### M1 wires

Scale bar: 10 µm.
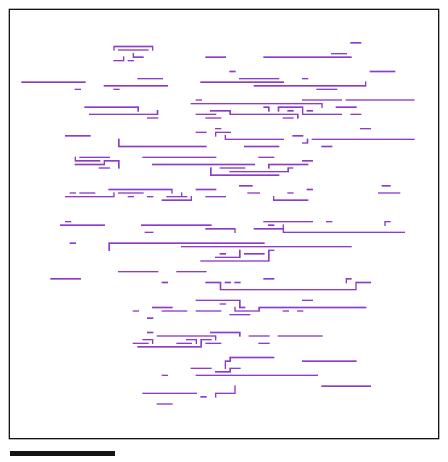
### Signal wires on met2

Scale bar: 10 µm. Cells faint in the background.
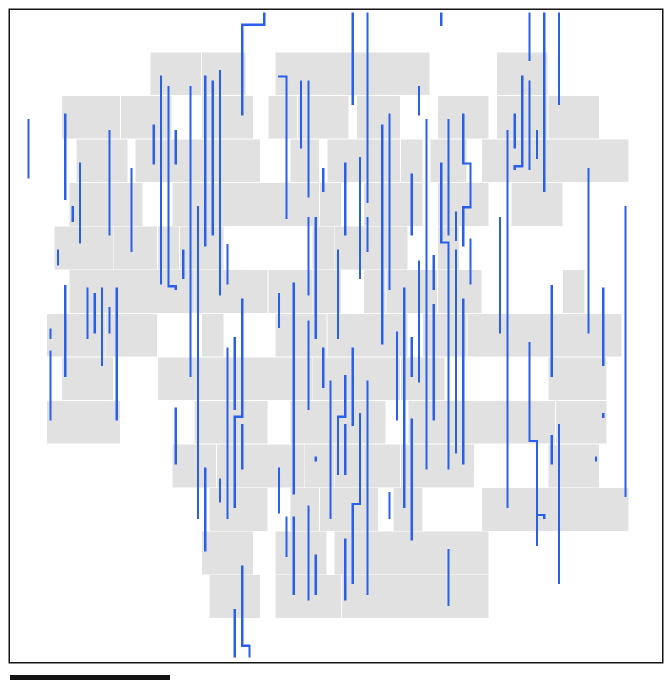
### Metal 3

Scale bar: 10 µm. Cells faint in the background.
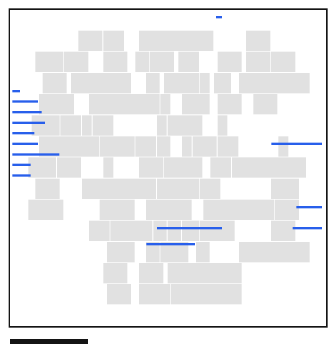
### Cell density map

8 x 8 tiles, from white (low) to dark blue (high), 0 to 100% covered.
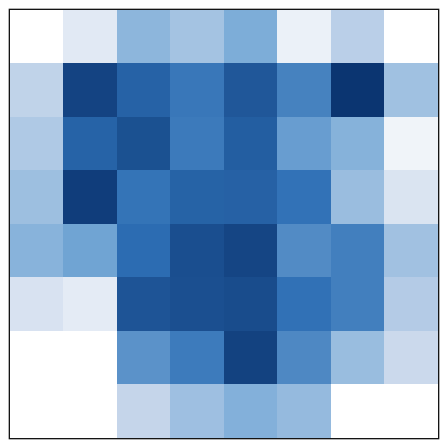
[src/rtl/score_pkg.sv]
// Shared constants for the Pong scoreboard: score width, default playfield
// geometry and the bit positions inside ball_direction.
package score_pkg;

   localparam int SCORE_W   = 4;
   localparam int SCREEN_W  = 640;
   localparam int MAX_SCORE = 9;

   localparam int DIR_X = 1;
   localparam int DIR_Y = 0;

endpackage

[src/rtl/score_counter.sv]
// Saturating up-counter for one player's score; holds at MAX once reached.
module score_counter #(
   parameter int W   = score_pkg::SCORE_W,
   parameter int MAX = score_pkg::MAX_SCORE
) (
   input  logic         clk,
   input  logic         reset,
   input  logic         inc,
   output logic [W-1:0] count
);

   localparam logic [W-1:0] MAX_V = W'(MAX);

   always_ff @(posedge clk or posedge reset) begin
      if (reset) begin
         count <= '0;
      end else if (inc && (count != MAX_V)) begin
         count <= count + 1'b1;
      end
   end

endmodule

[src/rtl/score.sv]
// Pong scoreboard: detects the ball leaving either edge and awards one point
// per miss, re-arming only once the ball is back inside the playfield.
module score #(
   parameter int LEFT_LIMIT  = 0,
   parameter int RIGHT_LIMIT = score_pkg::SCREEN_W,
   parameter int MAX_SCORE   = score_pkg::MAX_SCORE
) (
   input  logic                          clk,
   input  logic                          reset,
   input  logic [9:0]                    ball_x,
   input  logic [1:0]                    ball_direction,
   output logic [score_pkg::SCORE_W-1:0] p1_score,
   output logic [score_pkg::SCORE_W-1:0] p2_score
);

   import score_pkg::*;

   localparam logic [9:0] L_LIM = 10'(LEFT_LIMIT);
   localparam logic [9:0] R_LIM = 10'(RIGHT_LIMIT);

   logic x_dir;
   logic out_right;
   logic out_left;
   logic in_field;
   logic armed;
   logic unused_y_dir;

   assign x_dir        = ball_direction[DIR_X];
   assign unused_y_dir = ball_direction[DIR_Y];

   // The >= R_LIM term on the left catches a position that wrapped below zero.
   assign out_right = x_dir && (ball_x >= R_LIM);
   assign out_left  = !x_dir && ((ball_x <= L_LIM) || (ball_x >= R_LIM));
   assign in_field  = (ball_x > L_LIM) && (ball_x < R_LIM);

   always_ff @(posedge clk or posedge reset) begin
      if (reset) begin
         armed <= 1'b1;
      end else if (armed && (out_right || out_left)) begin
         armed <= 1'b0;
      end else if (in_field) begin
         armed <= 1'b1;
      end
   end

   score_counter #(
      .W   (SCORE_W),
      .MAX (MAX_SCORE)
   ) u_p1 (
      .clk   (clk),
      .reset (reset),
      .inc   (armed && out_right),
      .count (p1_score)
   );

   score_counter #(
      .W   (SCORE_W),
      .MAX (MAX_SCORE)
   ) u_p2 (
      .clk   (clk),
      .reset (reset),
      .inc   (armed && out_left),
      .count (p2_score)
   );

endmodule

[config.mk]
export PLATFORM = sky130hd
export DESIGN_NAME = score
export DESIGN_NICKNAME = d
export VERILOG_FILES = /design/src/rtl/score_pkg.sv /design/src/rtl/score_counter.sv /design/src/rtl/score.sv
export SDC_FILE = /design/constraint.sdc
export NUM_CORES = 1
export LEC_CHECK = 0
export CORE_MARGIN = 2
export CORE_UTILIZATION = 38
export CTS_BUF_LIST = sky130_fd_sc_hd__clkbuf_2
export DETAILED_ROUTE_END_ITERATION = 10
export PLACE_DENSITY = 0.82
export SLEW_MARGIN = 0
export SYNTH_ARGS = -nofsm -noshare
export SYNTH_HDL_FRONTEND = slang
export SYNTH_SLANG_ARGS = --single-unit
[constraint.sdc]
create_clock -name clk -period 1.34 [get_ports clk]
set_input_delay 0.134 -clock clk [delete_from_list [all_inputs] [get_ports clk]]
set_output_delay 0.134 -clock clk [all_outputs]
set_load 0.02 [all_outputs]
==> out/results.ini <==
[global_routing]
antenna_found_initial = 0
grt_pass1_vias = 449
grtUsageMet1_pct = 18.87

[detailed_routing]
wire_per_inst_um = 13.40
wl_um = 1219
route.met2.wl_um = 679
first_pass_iters = 3
top_layer_used = met4

[layout]
final_nets = 95
layout_top_cell = dlygate4sd2_1
drive_above_1_share_pct = 35.53

[floorplan]
core_um2 = 1285
die_w_um = 40.70
pin_count = 22
chipHeight_um = 40.70

[critical_path]
r2r_slack_ns = 0.04
cp_max_fo = 5
endpoint = u_p1.count[3]$_DFFE_PP0P_
path_cells = ha_1 -> nand2_1 -> o2111a_2 -> nand4_1 -> xnor2_1
rr_worst_depth = 5
cp_slowest_cell = dfrtp_2
slowest_delay_ns = 0.44
cp-end-kind = flip-flop

[synth]
largest_area_cell = dfrtp_1
syn_area_per_cell_um2 = 11.63
yosysChipArea_um2 = 511.7
ff_type = dfrtp_1
yosysWarningCount = 0

[timing]
whs_ns = 0.1356
setup_slack_ns = 0.03825
setup_violations = 0

[clock_network]
clk_latency_ns = 0.25
root_buffer = clkbuf_2
post_cts_buffers = 1
clk_pin_slew_worst_paths_ns = 0.11

[flow_run]
warnings = 30

[run_status]
status = completed

[power]
powerSeq_mw = 0.549

## Picture notes: 'M1 wires'
The wires run mostly horizontal. The longest straight run is 16.1 µm. 73 nets have wire on it. The layer carries 460 µm of wire.

## Picture notes: 'Signal wires on met2'
The wires run mostly vertical. The layer holds 56% of the routed length. The layer carries 679 µm of wire. 82 nets have wire on it.

## Picture notes: 'Metal 3'
The longest straight run is 8.00 µm. 14 nets have wire on it.

## Picture notes: 'Cell density map'
The emptiest ninth of the die: south-west. The mean over all tiles is 50%. 13% of the tiles are nearly empty.

[flip-flops by register name, indices dropped and copies added (netlist names)]
| signal | count |
|---|---|
| armed | 1 |
| u_p1.count | 4 |
| u_p2.count | 4 |
[area by class of cell]
| type | instances | area [µm²] |
|---|---|---|
| Fill cell | 108 | 444.2 |
| Inverter | 3 | 11.26 |
| Clock inverter | 1 | 5.005 |
| Clock buffer | 3 | 15.01 |
| Timing Repair Buffer | 28 | 249.0 |
| Multi-Input combinational cell | 32 | 311.5 |
| Sequential cell | 9 | 230.2 |
| Tap cell | 15 | 18.77 |
[cells by family after synthesis]
logic type,Yosys count,share of synthesized area (%)
simple gates,14,19.56
flops,9,44.25
compound gates,7,10.76
xor+xnor,5,8.559
fa+ha+maj,4,9.780
buf+inv,3,2.200
mux,2,4.889
